$ cat config.mk
export PLATFORM = sky130hd
export DESIGN_NAME = mem_arbiter_flat
export DESIGN_NICKNAME = d
export VERILOG_FILES = /design/src/rtl/mem_arbiter_if.sv /design/src/rtl/mem_arbiter.sv /design/src/flat_wrapper.sv
export SDC_FILE = /design/constraint.sdc
export NUM_CORES = 1
export LEC_CHECK = 0
export CAP_MARGIN = 30
export CORE_MARGIN = 8
export CORE_UTILIZATION = 45
export DETAILED_ROUTE_END_ITERATION = 12
export PLACE_DENSITY = 0.86
export SYNTH_ARGS = -nofsm -noshare
export SYNTH_HDL_FRONTEND = slang
export SYNTH_SLANG_ARGS = --single-unit
$ cat constraint.sdc
create_clock -name clk -period 2.6 [get_ports clk]
set_input_delay 0.65 -clock clk [delete_from_list [all_inputs] [get_ports clk]]
set_output_delay 0.65 -clock clk [all_outputs]
set_load 0.1 [all_outputs]
$ cat src/rtl/mem_arbiter_if.sv
// Memory-side bus of the arbiter: one request/ready handshake to a single-ported memory.
//   master : arbiter side, drives m_req/m_we/m_be/m_addr/m_wdata, receives m_rdata/m_ready
//   slave  : memory side, the mirror image
interface mem_arbiter_if #(
  parameter int unsigned ADDR_W = 32,
  parameter int unsigned DATA_W = 32
);
  logic                  m_req;
  logic                  m_we;
  logic [DATA_W/8-1:0]   m_be;
  logic [ADDR_W-1:0]     m_addr;
  logic [DATA_W-1:0]     m_wdata;
  logic [DATA_W-1:0]     m_rdata;
  logic                  m_ready;

  modport master (
    output m_req, m_we, m_be, m_addr, m_wdata,
    input  m_rdata, m_ready
  );

  modport slave (
    input  m_req, m_we, m_be, m_addr, m_wdata,
    output m_rdata, m_ready
  );
endinterface

$ cat src/rtl/mem_arbiter.sv
// Two-port (fetch + data) to one-port memory arbiter with fetch anti-starvation and
// access timeout.
//   clk, rst              : clock, asynchronous active-low reset
//   if_req/if_addr        : fetch request in; if_rdata/if_valid registered response
//   d_req/d_we/d_be/...   : load/store request in; d_rdata/d_valid registered response
//   m                     : memory bus (mem_arbiter_if.master), all outputs registered
//   stall_if, stall_mem   : combinational pipeline freezes
//   bus_err               : pulses with the valid of an access that timed out
module mem_arbiter #(
  parameter int unsigned ADDR_W     = 32,
  parameter int unsigned DATA_W     = 32,
  parameter int unsigned STARVE_MAX = 4,
  parameter int unsigned TIMEOUT    = 15
) (
  input  logic                clk,
  input  logic                rst,
  input  logic                if_req,
  input  logic [ADDR_W-1:0]   if_addr,
  output logic [DATA_W-1:0]   if_rdata,
  output logic                if_valid,
  input  logic                d_req,
  input  logic                d_we,
  input  logic [DATA_W/8-1:0] d_be,
  input  logic [ADDR_W-1:0]   d_addr,
  input  logic [DATA_W-1:0]   d_wdata,
  output logic [DATA_W-1:0]   d_rdata,
  output logic                d_valid,
  mem_arbiter_if.master       m,
  output logic                stall_if,
  output logic                stall_mem,
  output logic                bus_err
);

  localparam int unsigned BE_W   = DATA_W / 8;
  localparam int unsigned WAIT_W = (TIMEOUT < 2) ? 1 : $clog2(TIMEOUT + 1);
  localparam int unsigned STV_W  = (STARVE_MAX < 2) ? 1 : $clog2(STARVE_MAX + 1);

  typedef enum logic [1:0] {IDLE, GNT_I, GNT_D, RESP} state_t;

  state_t              state, state_nxt;
  logic                m_req_q, m_req_nxt;
  logic                m_we_q, m_we_nxt;
  logic [BE_W-1:0]     m_be_q, m_be_nxt;
  logic [ADDR_W-1:0]   m_addr_q, m_addr_nxt;
  logic [DATA_W-1:0]   m_wdata_q, m_wdata_nxt;
  logic [DATA_W-1:0]   if_rdata_q, if_rdata_nxt;
  logic [DATA_W-1:0]   d_rdata_q, d_rdata_nxt;
  logic                if_valid_q, if_valid_nxt;
  logic                d_valid_q, d_valid_nxt;
  logic                bus_err_q, bus_err_nxt;
  logic [STV_W-1:0]    starve_q, starve_nxt;
  logic [WAIT_W-1:0]   wait_q, wait_nxt;
  logic                starved;
  logic                timed_out;

  assign starved   = (starve_q == STV_W'(STARVE_MAX));
  assign timed_out = (wait_q == WAIT_W'(TIMEOUT));

  // Next-state and registered-output logic.
  always_comb begin
    state_nxt    = state;
    m_req_nxt    = m_req_q;
    m_we_nxt     = m_we_q;
    m_be_nxt     = m_be_q;
    m_addr_nxt   = m_addr_q;
    m_wdata_nxt  = m_wdata_q;
    if_rdata_nxt = if_rdata_q;
    d_rdata_nxt  = d_rdata_q;
    if_valid_nxt = 1'b0;
    d_valid_nxt  = 1'b0;
    bus_err_nxt  = 1'b0;
    starve_nxt   = starve_q;
    wait_nxt     = wait_q;

    case (state)
      IDLE: begin
        // Data wins a tie unless fetch has already waited out STARVE_MAX data grants.
        if (if_req && (!d_req || starved)) begin
          state_nxt   = GNT_I;
          m_req_nxt   = 1'b1;
          m_we_nxt    = 1'b0;
          m_be_nxt    = '1;
          m_addr_nxt  = if_addr;
          m_wdata_nxt = '0;
          starve_nxt  = '0;
          wait_nxt    = WAIT_W'(1);
        end else if (d_req) begin
          state_nxt   = GNT_D;
          m_req_nxt   = 1'b1;
          m_we_nxt    = d_we;
          m_be_nxt    = d_be;
          m_addr_nxt  = d_addr;
          m_wdata_nxt = d_wdata;
          wait_nxt    = WAIT_W'(1);
          if (if_req && !starved) begin
            starve_nxt = starve_q + STV_W'(1);
          end
        end
      end

      GNT_I, GNT_D: begin
        if (m.m_ready || timed_out) begin
          state_nxt   = RESP;
          m_req_nxt   = 1'b0;
          wait_nxt    = '0;
          bus_err_nxt = !m.m_ready;
          if (state == GNT_I) begin
            if_valid_nxt = 1'b1;
            if (m.m_ready) begin
              if_rdata_nxt = m.m_rdata;
            end
          end else begin
            d_valid_nxt = 1'b1;
            if (m.m_ready && !m_we_q) begin
              d_rdata_nxt = m.m_rdata;
            end
          end
        end else begin
          wait_nxt = wait_q + WAIT_W'(1);
        end
      end

      RESP: begin
        state_nxt = IDLE;
      end

      default: begin
        state_nxt = IDLE;
      end
    endcase
  end

  // State and output registers; reset abandons any in-flight access.
  always_ff @(posedge clk or negedge rst) begin
    if (!rst) begin
      state      <= IDLE;
      m_req_q    <= 1'b0;
      m_we_q     <= 1'b0;
      m_be_q     <= '0;
      m_addr_q   <= '0;
      m_wdata_q  <= '0;
      if_rdata_q <= '0;
      d_rdata_q  <= '0;
      if_valid_q <= 1'b0;
      d_valid_q  <= 1'b0;
      bus_err_q  <= 1'b0;
      starve_q   <= '0;
      wait_q     <= '0;
    end else begin
      state      <= state_nxt;
      m_req_q    <= m_req_nxt;
      m_we_q     <= m_we_nxt;
      m_be_q     <= m_be_nxt;
      m_addr_q   <= m_addr_nxt;
      m_wdata_q  <= m_wdata_nxt;
      if_rdata_q <= if_rdata_nxt;
      d_rdata_q  <= d_rdata_nxt;
      if_valid_q <= if_valid_nxt;
      d_valid_q  <= d_valid_nxt;
      bus_err_q  <= bus_err_nxt;
      starve_q   <= starve_nxt;
      wait_q     <= wait_nxt;
    end
  end

  assign m.m_req   = m_req_q;
  assign m.m_we    = m_we_q;
  assign m.m_be    = m_be_q;
  assign m.m_addr  = m_addr_q;
  assign m.m_wdata = m_wdata_q;
  assign if_rdata  = if_rdata_q;
  assign d_rdata   = d_rdata_q;
  assign if_valid  = if_valid_q;
  assign d_valid   = d_valid_q;
  assign bus_err   = bus_err_q;

  // Pipeline freezes until the owning port's valid arrives.
  assign stall_if  = if_req & ~if_valid_q;
  assign stall_mem = d_req & ~d_valid_q;

endmodule

$ cat src/flat_wrapper.sv
// flat-port wrapper written by rule: the top's interface ports become plain ports
module mem_arbiter_flat 
#(
  parameter int unsigned ADDR_W     = 32,
  parameter int unsigned DATA_W     = 32,
  parameter int unsigned STARVE_MAX = 4,
  parameter int unsigned TIMEOUT    = 15
)
  (clk, rst, if_req, if_addr, if_rdata, if_valid, d_req, d_we, d_be, d_addr, d_wdata, d_rdata, d_valid, stall_if, stall_mem, bus_err, m_m_req, m_m_we, m_m_be, m_m_addr, m_m_wdata, m_m_rdata, m_m_ready);
  mem_arbiter_if #(.ADDR_W(ADDR_W), .DATA_W(DATA_W)) m_i ();
  input  logic clk;
  input  logic rst;
  input  logic if_req;
  input  logic [ADDR_W-1:0] if_addr;
  output logic [DATA_W-1:0] if_rdata;
  output logic if_valid;
  input  logic d_req;
  input  logic d_we;
  input  logic [DATA_W/8-1:0] d_be;
  input  logic [ADDR_W-1:0] d_addr;
  input  logic [DATA_W-1:0] d_wdata;
  output logic [DATA_W-1:0] d_rdata;
  output logic d_valid;
  output logic stall_if;
  output logic stall_mem;
  output logic bus_err;
  output wire logic [$bits(m_i.m_req)-1:0] m_m_req;
  output wire logic [$bits(m_i.m_we)-1:0] m_m_we;
  output wire logic [$bits(m_i.m_be)-1:0] m_m_be;
  output wire logic [$bits(m_i.m_addr)-1:0] m_m_addr;
  output wire logic [$bits(m_i.m_wdata)-1:0] m_m_wdata;
  input wire logic [$bits(m_i.m_rdata)-1:0] m_m_rdata;
  input wire logic [$bits(m_i.m_ready)-1:0] m_m_ready;
  assign m_m_req = m_i.m_req;
  assign m_m_we = m_i.m_we;
  assign m_m_be = m_i.m_be;
  assign m_m_addr = m_i.m_addr;
  assign m_m_wdata = m_i.m_wdata;
  assign m_i.m_rdata = m_m_rdata;
  assign m_i.m_ready = m_m_ready;
  mem_arbiter #(.ADDR_W(ADDR_W), .DATA_W(DATA_W), .STARVE_MAX(STARVE_MAX), .TIMEOUT(TIMEOUT)) u_core (.clk(clk), .rst(rst), .if_req(if_req), .if_addr(if_addr), .if_rdata(if_rdata), .if_valid(if_valid), .d_req(d_req), .d_we(d_we), .d_be(d_be), .d_addr(d_addr), .d_wdata(d_wdata), .d_rdata(d_rdata), .d_valid(d_valid), .m(m_i), .stall_if(stall_if), .stall_mem(stall_mem), .bus_err(bus_err));
endmodule
==> impl_metrics.py, run 1 <==
# Flow results
metrics = {
    "die": {
        "fp_util_pct": 46.4,
    },
    "synthesis": {
        "synth.distinct_cells": 39,
        "synth-cells-yosys": 480,
        "ys_seq_share_pct": 59.2,
        "common_cells": "dfrtp_1 (146), nand2_1 (69), mux2_2 (65), a22o_1 (33), nand4_1 (32)",
        "synthXorXnorAreaFrac_pct": 0,
        "ys.flop_type": "dfrtp_1",
    },
    "final_layout": {
        "final_cells": 943,
        "fin_nets": 898,
        "comb_area_share_pct": 24.4,
        "buf_share_pct": 27.7,
        "nClkBuffers": 25,
        "dominant-cell-class": "flip-flops and latches",
        "area.sequential_um2": 3650,
        "n_all_buffers": 292,
        "final_util_pct": 71.3,
    },
    "critical_path": {
        "worst-r2r-cell-count": 6,
        "worst_path_largest_cell_delay_ps": 580,
        "crit_path_cell_trace": "clkdlybuf4s50_1 -> nor2b_2 -> buf_12",
        "endpoint_kind": "output pin",
        "r2r_end": "u_core.m.m_wdata[21]",
        "critPathKind": "in -> out",
    },
    "place": {
        "placed_area_um2": 8830,
    },
    "grt": {
        "grt.total_usage_pct": 22.0,
        "grtUsageMet2_pct": 39.1,
        "use_met3_pct": 5.75,
    },
    "route": {
        "via_per_inst": 5.42,
        "drt_iter0_markers": 373,
        "first_pass_iters": 4,
        "met2_length_um": 10500,
        "ant_nets": 0,
        "remaining_drc_errors": 0,
    },
    "run_status": {
        "status": "complete, no violations",
    },
    "sta": {
        "period_used_pct": 90.0,
        "max_freq_mhz": 427,
    },
    "clock_tree": {
        "cts_buffers": 17,
    },
    "worst_hold_path": {
        "hold_class": "in -> async",
    },
}
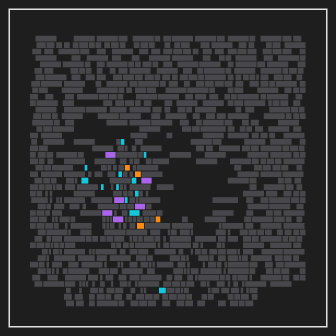
*Gate families picked out, run 1*
family	colour	cells	most used
and/or cells	orange	4	and3_1
fa/ha/maj cells	purple	6	ha_1
nor cells	cyan	12	nor2_1

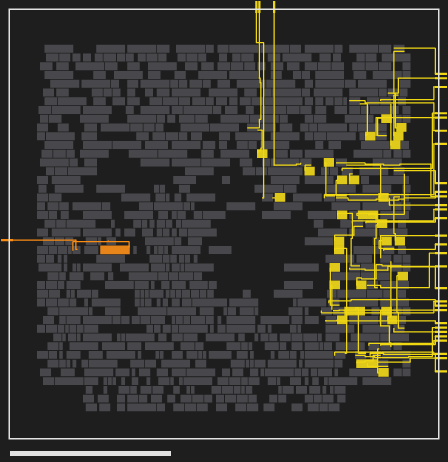
*I/O nets highlighted, run 1*
Scale bar: 50 µm.
port	colour	bits	direction	end cells	buffers	wire
if_valid	orange	1	output	1	1	45.6 µm
d_wdata	yellow	32	input	32	32	1420 µm

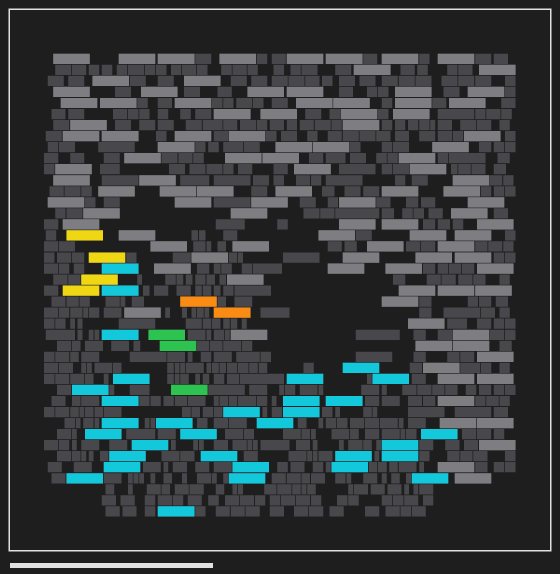
*Sequential cells grouped by signal name, run 1*
Scale bar: 50 µm. Other sequential cells in the stronger grey, the rest of the logic in the fainter grey.
name in the netlist	colour	placed flops
u_core.state	orange	2
u_core.starve_q	green	3
u_core.m.m_addr	cyan	32
u_core.m.m_be	yellow	4
not coloured	105

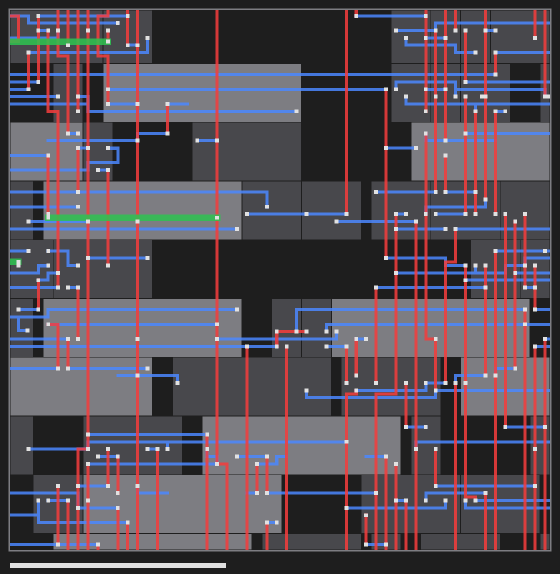
*Zoomed window, run 1*
Scale bar: 10 µm. Window x 21 to 46, y 21 to 46 µm. Cells in grey, sequential cells in the stronger grey; small squares are vias.
layer	colour
M2	red
M1	blue
M3	green
most frequent	nand2_1 (10), dfrtp_1 (8)
netlist names of flops here include	u_core.m.m_addr (7), u_core.starve_q (1)
sequential cells in the window	8
cells with their middle in the window	39

==> run 2, diff against run 1 <==
GPL_TIMING_DRIVEN = 1   (was not set)
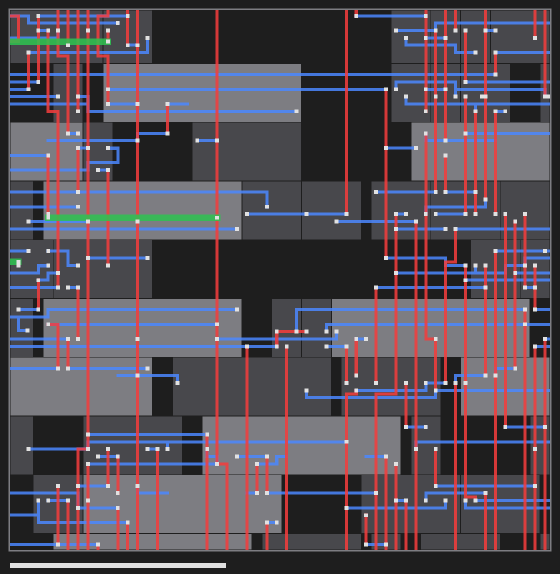
*Zoomed window, run 2*
Scale bar: 10 µm. Window x 21 to 46, y 21 to 46 µm. Cells in grey, sequential cells in the stronger grey; small squares are vias.
layer	colour
M1	blue
M2	red
M3	green
netlist names of flops here include	u_core.m.m_addr (7), u_core.starve_q (1)
sequential cells in the window	8
cells with their middle in the window	39
most frequent	nand2_1 (10), dfrtp_1 (8)

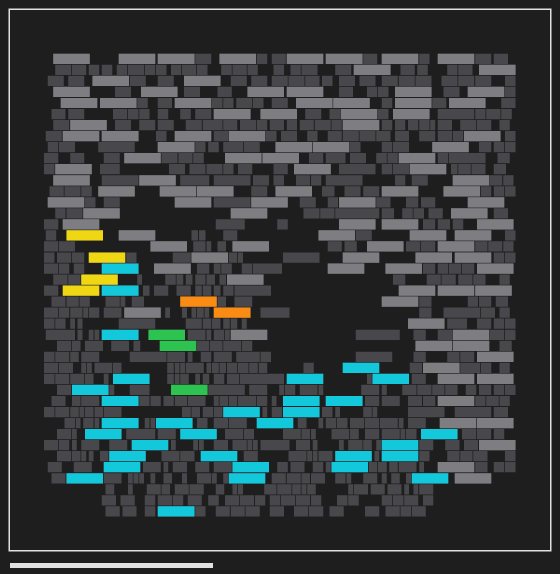
*Sequential cells grouped by signal name, run 2*
Scale bar: 50 µm. Other sequential cells in the stronger grey, the rest of the logic in the fainter grey.
name in the netlist	colour	placed flops
u_core.m.m_be	yellow	4
u_core.m.m_addr	cyan	32
u_core.starve_q	green	3
u_core.state	orange	2
not coloured	105

==> run 2 against run 1 <==
Compared with the run above:
- cell area unchanged
- register-to-register slack is essentially flat
- via count did not move
- first-iteration DRC count stayed put
- flip-flop count stayed put
- clock-buffer cell count is the same
- highest routed layer unchanged
==> impl_metrics.py, run 2 <==
# Flow results
metrics = {
    "critical_path": {
        "endpoint_kind": "output pin",
        "worst-r2r-cell-count": 6,
        "worst_path_largest_cell_delay_ps": 580,
        "crit_path_cell_trace": "clkdlybuf4s50_1 -> nor2b_2 -> buf_12",
        "critPathKind": "in -> out",
        "r2r_end": "u_core.m.m_wdata[21]",
    },
    "grt": {
        "use_met3_pct": 5.75,
        "grt.total_usage_pct": 22.0,
        "grtUsageMet2_pct": 39.1,
    },
    "clock_tree": {
        "cts_buffers": 17,
    },
    "final_layout": {
        "final_util_pct": 71.3,
        "buf_share_pct": 27.7,
        "n_all_buffers": 292,
        "fin_nets": 898,
        "comb_area_share_pct": 24.4,
        "dominant-cell-class": "flip-flops and latches",
    },
    "die": {
        "fp_util_pct": 46.4,
    },
    "place": {
        "placed_area_um2": 8830,
    },
    "synthesis": {
        "synthXorXnorAreaFrac_pct": 0,
        "synth.distinct_cells": 39,
        "ys.flop_type": "dfrtp_1",
    },
    "route": {
        "ant_nets": 0,
        "first_pass_iters": 4,
        "remaining_drc_errors": 0,
    },
    "run_status": {
        "status": "complete, no violations",
    },
}
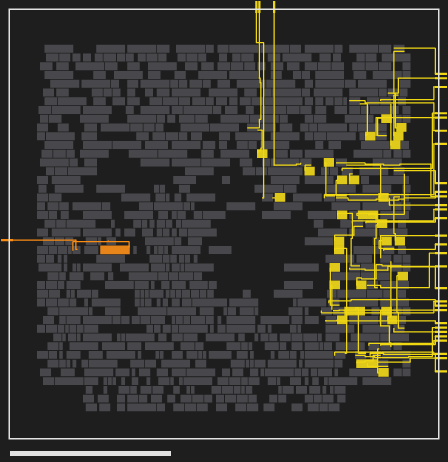
*I/O nets highlighted, run 2*
Scale bar: 50 µm.
port	colour	bits	direction	end cells	buffers	wire
if_valid	orange	1	output	1	1	45.6 µm
d_wdata	yellow	32	input	32	32	1420 µm

